Run 1, signal wires on met2:
Scale bar: 20 microns. Cells faint in the background.
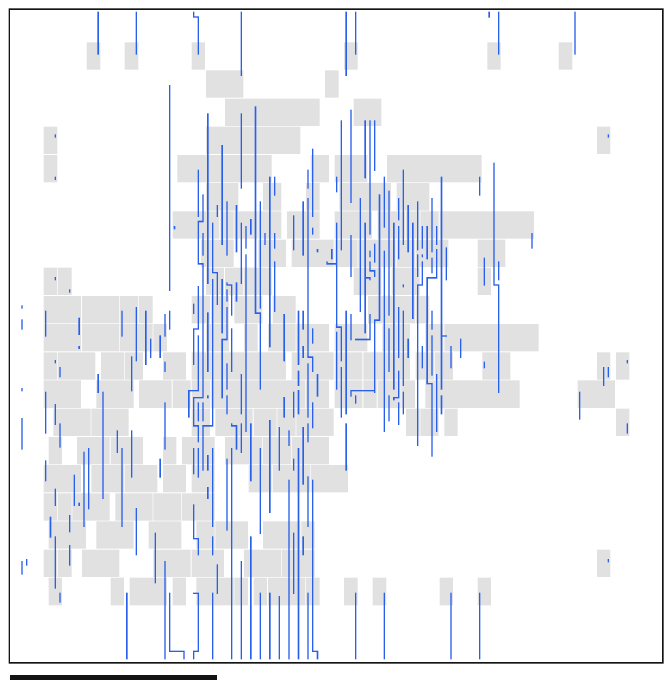
Run 1, congestion heat map:
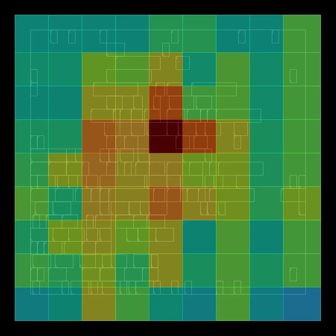
Run 1, met1 routing:
Scale bar: 20 microns.
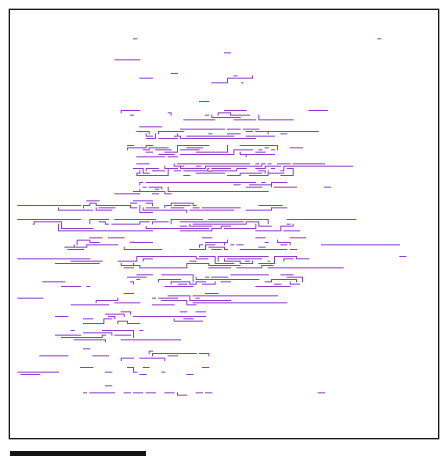
==> src/rtl/hazard_pkg.sv <==
// Shared encodings and constants for the pipeline hazard/stall controller.
// No logic; no latency; no flow control.
package hazard_pkg;
   typedef enum logic {RUN = 1'b0, BUSY = 1'b1} state_e;

   localparam logic [4:0] REG_ZERO          = 5'd0;
   localparam int         MD_CYCLES_DEFAULT = 32;
   localparam int         MD_CNT_W          = 8;
endpackage

==> src/rtl/md_latency_counter.sv <==
// Loadable down-counter with done flag, for fixed-latency mul/div sequencing.
// Count updates one cycle after load/dec; done is combinational from the count.
// No backpressure; holds at zero instead of wrapping.
module md_latency_counter
   import hazard_pkg::*;
#(
   parameter int W = MD_CNT_W
) (
   input  logic         clk,
   input  logic         rst_n,
   input  logic         load_i,
   input  logic [W-1:0] load_val_i,
   input  logic         dec_i,
   output logic         done_o
);

   logic [W-1:0] cnt_q, cnt_d;

   always_comb begin
      cnt_d = cnt_q;
      if (load_i) begin
         cnt_d = load_val_i;
      end else if (dec_i && (cnt_q != '0)) begin
         cnt_d = cnt_q - W'(1);
      end
   end

   always_ff @(posedge clk or negedge rst_n) begin
      if (!rst_n) begin
         cnt_q <= '0;
      end else begin
         cnt_q <= cnt_d;
      end
   end

   assign done_o = (cnt_q == '0);

endmodule

==> src/rtl/hazard_stall_controller.sv <==
// Front-end hazard control: load-use stalls, branch flushes, mul/div occupancy.
// Enables/flush/bubble are combinational from state + inputs; state registered.
// Optional saturating stall/flush counters built only with HAZARD_PERF_CNT_EN.
module hazard_stall_controller
   import hazard_pkg::*;
#(
   parameter int MD_CYCLES = MD_CYCLES_DEFAULT,
   parameter int CNT_W     = 16
) (
   input  logic             clk,
   input  logic             rst_n,
   input  logic             id_valid,
   input  logic [4:0]       id_rs,
   input  logic [4:0]       id_rt,
   input  logic             id_uses_rt,
   input  logic             id_is_muldiv,
   input  logic [4:0]       id_ex_rt,
   input  logic             id_ex_mem_read,
   input  logic             ex_branch_taken,
   output logic             pc_write,
   output logic             if_id_write,
   output logic             if_id_flush,
   output logic             id_ex_bubble,
   output logic             md_start,
   output logic             md_busy,
   output logic [CNT_W-1:0] stall_cnt,
   output logic [CNT_W-1:0] flush_cnt
);

   // Start cycle is counted by RUN, so BUSY spans MD_CYCLES-1 cycles.
   localparam logic [MD_CNT_W-1:0] MD_LOAD = MD_CNT_W'(MD_CYCLES - 2);

   state_e state_q, state_d;
   logic   lu;
   logic   md_accept;
   logic   md_done;
   logic   in_busy;

   assign in_busy = (state_q == BUSY);

   assign lu = id_valid && id_ex_mem_read && (id_ex_rt != REG_ZERO) &&
               ((id_ex_rt == id_rs) || (id_uses_rt && (id_ex_rt == id_rt)));

   always_comb begin
      state_d      = state_q;
      pc_write     = 1'b1;
      if_id_write  = 1'b1;
      if_id_flush  = 1'b0;
      id_ex_bubble = 1'b0;
      md_accept    = 1'b0;
      if (rst_n) begin
         if (ex_branch_taken) begin
            if_id_flush  = 1'b1;
            id_ex_bubble = 1'b1;
         // In the release cycle only another muldiv must wait; it is accepted from RUN.
         end else if (in_busy && id_valid && (!md_done || id_is_muldiv)) begin
            pc_write     = 1'b0;
            if_id_write  = 1'b0;
            id_ex_bubble = 1'b1;
         end else if (lu) begin
            pc_write     = 1'b0;
            if_id_write  = 1'b0;
            id_ex_bubble = 1'b1;
         end else if (!in_busy && id_valid && id_is_muldiv) begin
            md_accept = 1'b1;
         end

         if (md_accept) begin
            state_d = BUSY;
         end else if (in_busy && md_done) begin
            state_d = RUN;
         end
      end
   end

   assign md_start = md_accept;
   assign md_busy  = md_accept || in_busy;

   always_ff @(posedge clk or negedge rst_n) begin
      if (!rst_n) begin
         state_q <= RUN;
      end else begin
         state_q <= state_d;
      end
   end

   md_latency_counter #(
      .W (MD_CNT_W)
   ) u_md_cnt (
      .clk        (clk),
      .rst_n      (rst_n),
      .load_i     (md_accept),
      .load_val_i (MD_LOAD),
      .dec_i      (in_busy),
      .done_o     (md_done)
   );

`ifdef HAZARD_PERF_CNT_EN
   logic [CNT_W-1:0] stall_cnt_q, stall_cnt_d;
   logic [CNT_W-1:0] flush_cnt_q, flush_cnt_d;

   always_comb begin
      stall_cnt_d = stall_cnt_q;
      flush_cnt_d = flush_cnt_q;
      if (!pc_write && (stall_cnt_q != '1)) begin
         stall_cnt_d = stall_cnt_q + CNT_W'(1);
      end
      if (if_id_flush && (flush_cnt_q != '1)) begin
         flush_cnt_d = flush_cnt_q + CNT_W'(1);
      end
   end

   always_ff @(posedge clk or negedge rst_n) begin
      if (!rst_n) begin
         stall_cnt_q <= '0;
         flush_cnt_q <= '0;
      end else begin
         stall_cnt_q <= stall_cnt_d;
         flush_cnt_q <= flush_cnt_d;
      end
   end

   assign stall_cnt = stall_cnt_q;
   assign flush_cnt = flush_cnt_q;
`else
   assign stall_cnt = '0;
   assign flush_cnt = '0;
`endif

endmodule

==> config.mk <==
export PLATFORM = sky130hd
export DESIGN_NAME = hazard_stall_controller
export DESIGN_NICKNAME = d
export VERILOG_FILES = /design/src/rtl/hazard_pkg.sv /design/src/rtl/md_latency_counter.sv /design/src/rtl/hazard_stall_controller.sv
export SDC_FILE = /design/constraint.sdc
export NUM_CORES = 1
export LEC_CHECK = 0
export CAP_MARGIN = 20
export CORE_MARGIN = 3
export CORE_UTILIZATION = 34
export DETAILED_ROUTE_END_ITERATION = 12
export PLACE_DENSITY = 0.79
export SETUP_SLACK_MARGIN = 0.4
export SKIP_LAST_GASP = 1
export SYNTH_ARGS = -nofsm -noshare
export SYNTH_HDL_FRONTEND = slang
export SYNTH_SLANG_ARGS = --single-unit
==> constraint.sdc <==
create_clock -name clk -period 3.7 [get_ports clk]
set_input_delay 0.37 -clock clk [delete_from_list [all_inputs] [get_ports clk]]
set_output_delay 0.37 -clock clk [all_outputs]
set_load 0.02 [all_outputs]
==> Flow_metrics.wiki, run 1 <==
== Run summary ==
{| class="wikitable"
! Metric !! Value
|-
| Result of the run || finished clean
|-
| Max-Cap Viols || 0
|-
| Ys cells || ~130
|-
| Core box area || 3080 sq um
|-
| Post-cts gate resize count || 0
|-
| Routed length on met3 || ~220 microns
|-
| Inst Count DP || approximately 200
|-
| Placer's final routability congestion estimate || about 0.84
|-
| Setup WS pre-CTS || approximately 0.69 ns
|-
| Top logic cell by instance count in the layout || sky130_fd_sc_hd__conb_1
|-
| Post-route antenna net violation count || 0
|-
| Max-area cell share || between 20% and 30%
|-
| Top Layer Used || met4
|-
| Via count of the first global-routing pass || slightly below 900
|-
| Sum of internal, switching and leakage power || roughly 690 uW
|-
| Fraction of the core area occupied by cells at floorplan || approximately 36%
|-
| Proportion of synthesized area in mux cells || 0%
|-
| Mean routed wirelength per cell || about 12 microns
|-
| Chip area estimate from yosys synthesis || between 1000 and 1500 sq um
|-
| Yosys warning count || 0
|-
| Synth async-reset ratio || 100%
|-
| Parity-gate share of the synthesized area counting xor and xnor cells || between 8 and 9%
|-
| Final hold slack || ~0.49 ns
|-
| Die X-Extent || approximately 63 microns
|-
| Most common flop cell mapped by yosys || sky130_fd_sc_hd__dfrtp_1
|-
| Tally of non-filler cells in the final layout || 203
|-
| Total half-perimeter wirelength after legalization and detailed placement || a little under 2 mm
|-
| Iteration-0 DRC count of the detailed router || 15
|-
| Number of enable-type register cells in the synthesized netlist || 0
|-
| Number of clock sinks || 9
|-
| # port buffers || 27
|-
| Summed negative setup slack over all endpoints || 0 ns
|-
| Synthesized area per cell || ~8.3 sq um
|-
| Antenna violations before repair || 0
|-
| Post-synthesis cell type count || around 45
|-
| Clock buffer count from CTS || 3
|-
| Final standard cell area without fillers || approximately 1300 sq um
|-
| Timing-limited maximum frequency || about 320 MHz
|-
| Kind of capture point of the worst setup path || output port
|}
Back to the opening pictures, 'signal wires on met2':
share of all routed wire: 47%
longest straight run: 20.4 microns
nets with wire on the layer: 153
main direction: vertical
Routed Wire Length: 2.41 mm
routed via count: 980
met2 track demand over resource in global routing: 18.3%

Back to the opening pictures, 'congestion heat map':
core occupancy in the finished layout: 42.3%
met3 Track Usage GR: 3.24%
GRT busiest layer: met2

Back to the opening pictures, 'met1 routing':
wire length on this layer: 1020 microns
nets with wire on the layer: 142
longest straight run: 16.1 microns
main direction: horizontal
share of all routed wire: 42%
GRT met1 Usage: 16.2%

## run 1: where the power goes
part	internal, uW	switching (uW)	leakage (uW)
clock	41.6	34.5	0.0000150
sequential	150	86.2	0.000106
combinational	171	203	0.000392
## run 1: critical path, stage by stage (launching register included)
cell                              delay, ns
sky130_fd_sc_hd__dfrtp_1               0.42
sky130_fd_sc_hd__inv_1                 0.12
sky130_fd_sc_hd__ha_1                  0.22
sky130_fd_sc_hd__or3b_2                0.50
sky130_fd_sc_hd__o311a_1               0.34
sky130_fd_sc_hd__a2bb2oi_1             0.21
sky130_fd_sc_hd__clkdlybuf4s50_1       0.64
## run 1: final cells by class
class	instances	area, sq um	share of cell area, %
inverter	3	11.3	0.865
clock buffer	4	26.3	2.02
multi-input combinational	115	706	54.2
sequential	9	225	17.3
timing repair buffer	28	278	21.3
tap	44	55.1	4.23
## run 1: path summary, 6_finish.rpt
kind / to / from / slack, ns / cells past startpoint
worst max-delay path: if_id_write / u_md_cnt.cnt_q[0] / 0.62 / 6
worst min-delay path: u_md_cnt.cnt_q[1] / rst_n / 0.49 / 2
worst max register to register: u_md_cnt.cnt_q[2] / u_md_cnt.cnt_q[0] / 1.60 / 6
worst min register to register: u_md_cnt.cnt_q[5] / u_md_cnt.cnt_q[5] / 0.59 / 1
max in group asynchronous: u_md_cnt.cnt_q[4] / rst_n / 3.06 / 2
min in group clk: u_md_cnt.cnt_q[5] / u_md_cnt.cnt_q[5] / 0.59 / 1
## run 1: state kept, by name (all words and copies together) (netlist names)
name,cells
u_md_cnt.cnt_q,8
in_busy,1
## run 1: cells by family after synthesis
family | after synthesis
simple gates | 32
xor+xnor | 11
fa+ha+maj | 2
other cells | 1
buf+inv | 40
flops | 9
compound gates | 38
==> inputs of run 2 (changes only) <==
==> constraint.sdc (replaced) <==
create_clock -name clk -period 3.1 [get_ports clk]
set_input_delay 0.31 -clock clk [delete_from_list [all_inputs] [get_ports clk]]
set_output_delay 0.31 -clock clk [all_outputs]
set_load 0.02 [all_outputs]
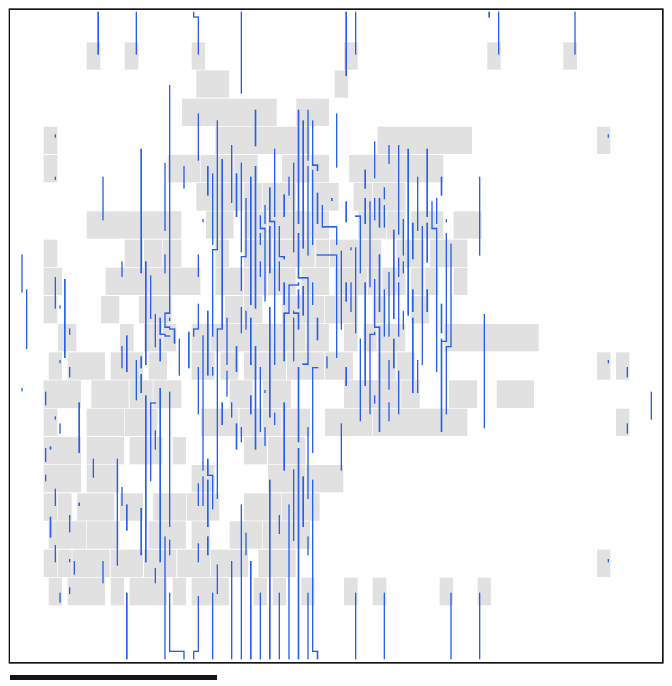
Run 2: signal wires on met2
Scale bar: 20 microns. Cells faint in the background.
share of all routed wire: 49%
nets with wire on the layer: 163
wire length on this layer: 1190 microns
main direction: vertical
longest straight run: 21.9 microns
met2 track demand over resource in global routing: 19.4%
routed via count: 987
Routed Wire Length: 2.45 mm

==> run 2 against run 1 <==
Net effect: area after synthesis is the same; final cell count grew 0.99%; critical path depth is the same; setup slack lost 0.083 ns; total power grew 19%; worst hold slack lost 0.091 ns; sequential power grew 19%; synthesized cell count is the same; largest power group unchanged.
==> Flow_metrics.wiki, run 2 <==
== Run summary ==
{| class="wikitable"
! Metric !! Value
|-
| Post-route antenna net violation count || 0 (unchanged)
|-
| Post-synthesis cell type count || 45 (unchanged)
|-
| Fraction of the core area occupied by cells at floorplan || 35.8% (unchanged)
|-
| Largest register FFs || 8 (unchanged)
|-
| Mean routed wirelength per cell || 11.9 microns (about the same)
|-
| Max-area cell share || 23.2% (unchanged)
|-
| Number of clock sinks || 9 (unchanged)
|-
| Sequential cell fraction of total power || 34.6% (was 34.4%)
|-
| Worst reg2reg setup slack || 1.09 ns (was 1.60 ns)
|-
| Cell-internal power || 427 uW (was 362 uW)
|-
| Combinational logic power || 438 uW (was 374 uW)
|-
| Tally of non-filler cells in the final layout || 205 (was 203)
|-
| Number of enable-type register cells in the synthesized netlist || 0 (unchanged)
|-
| Setup WS pre-CTS || 0.183 ns (was 0.693 ns)
|-
| # port buffers || 27 (unchanged)
|-
| Power Sequential || 281 uW (was 236 uW)
|-
| Power in the clock group || 94.5 uW (was 76.0 uW)
|-
| Kind of capture point of the worst setup path || output port (unchanged)
|-
| Chip area estimate from yosys synthesis || 1100 sq um (unchanged)
|-
| Switching power summed over all nets || 387 uW (was 323 uW)
|-
| Synthesized area per cell || 8.28 sq um (unchanged)
|-
| Inst Count DP || 201 (was 199)
|-
| Core occupancy in the finished layout || 42.3% (unchanged)
|-
| Startpoint of the most critical setup path || u_md_cnt.cnt_q[0] (unchanged)
|-
| Fraction of power consumed by the clock network || 11.6% (was 11.1%)
|-
| Switching Share || 47.5% (was 47.2%)
|-
| Core box area || 3080 sq um (unchanged)
|-
| Result of the run || finished clean (unchanged)
|-
| Worst-case reg-to-reg path depth || 6 (unchanged)
|-
| Antenna violations before repair || 0 (unchanged)
|-
| Worst reg2reg path startpoint || u_md_cnt.cnt_q[0] (unchanged)
|-
| Via count of the first global-routing pass || 866 (was 871)
|-
| Most common flop cell mapped by yosys || sky130_fd_sc_hd__dfrtp_1 (unchanged)
|-
| Ys cells || 133 (unchanged)
|-
| Part of the power in combinational logic || 53.8% (was 54.5%)
|}
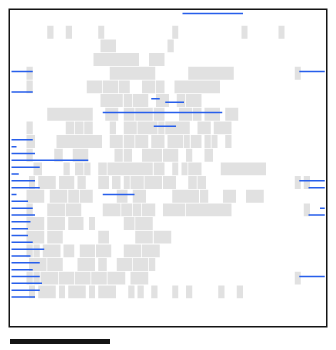
Run 2: signal wires on met3
Scale bar: 20 microns. Cells faint in the background.
longest straight run: 23.5 microns
wire length on this layer: 184 microns
nets with wire on the layer: 37
met3 Track Usage GR: 3.60%

==> run 2: netlist changes by cell type in the layout (fill, tap and decap cells not counted) <==
cell | before | now
sky130_fd_sc_hd__dlygate4sd2_1 | 0 | 2
sky130_fd_sc_hd__ha_1 | 2 | 1
sky130_fd_sc_hd__clkdlybuf4s50_1 | 27 | 22
sky130_fd_sc_hd__ha_2 | 0 | 1
sky130_fd_sc_hd__buf_4 | 1 | 3
sky130_fd_sc_hd__clkbuf_2 | 0 | 3
==> run 2: layer usage <==
layer / track usage, % / up-vias / part of all wire (%)
li1: - / 478 / -
met1: 16.0 / 464 / 43
met2: 19.4 / 43 / 49
met3: 3.60 / 2 / 7.5
met4: 1.65 / 0 / 0.69
met5: 0 / - / 0
==> run 2: critical path: stages (launching register included) <==
cell and delay, ns:
sky130_fd_sc_hd__dfrtp_1 0.42, sky130_fd_sc_hd__inv_1 0.12, sky130_fd_sc_hd__ha_2 0.22, sky130_fd_sc_hd__or3b_2 0.48, sky130_fd_sc_hd__o311a_1 0.33, sky130_fd_sc_hd__a2bb2oi_1 0.22, sky130_fd_sc_hd__clkbuf_2 0.21
==> run 2: logic make-up after synthesis <==
| kind of cell | synth area share [%] |
|---|---|
| AOI/OAI and AO/OA | 23.3 |
| xor gates and xnor gates | 8.75 |
| adders and majority gates | 2.27 |
| buffers and inverters | 26.0 |
| DFF | 20.5 |
| other | 0.341 |
| and+or+nand+nor | 18.9 |
==> run 2: layout make-up <==
cell class                      instances  area [sq um]  share of cell area, %
Tap cell                               44          55.1                   4.23
Sequential cell                         9           225                   17.3
Inverter                                3          11.3                  0.865
Timing Repair Buffer                   30           275                   21.2
Clock buffer                            4          26.3                   2.02
Multi-Input combinational cell        115           708                   54.4
No activity file was given, so power comes from the tool's default toggle rates.
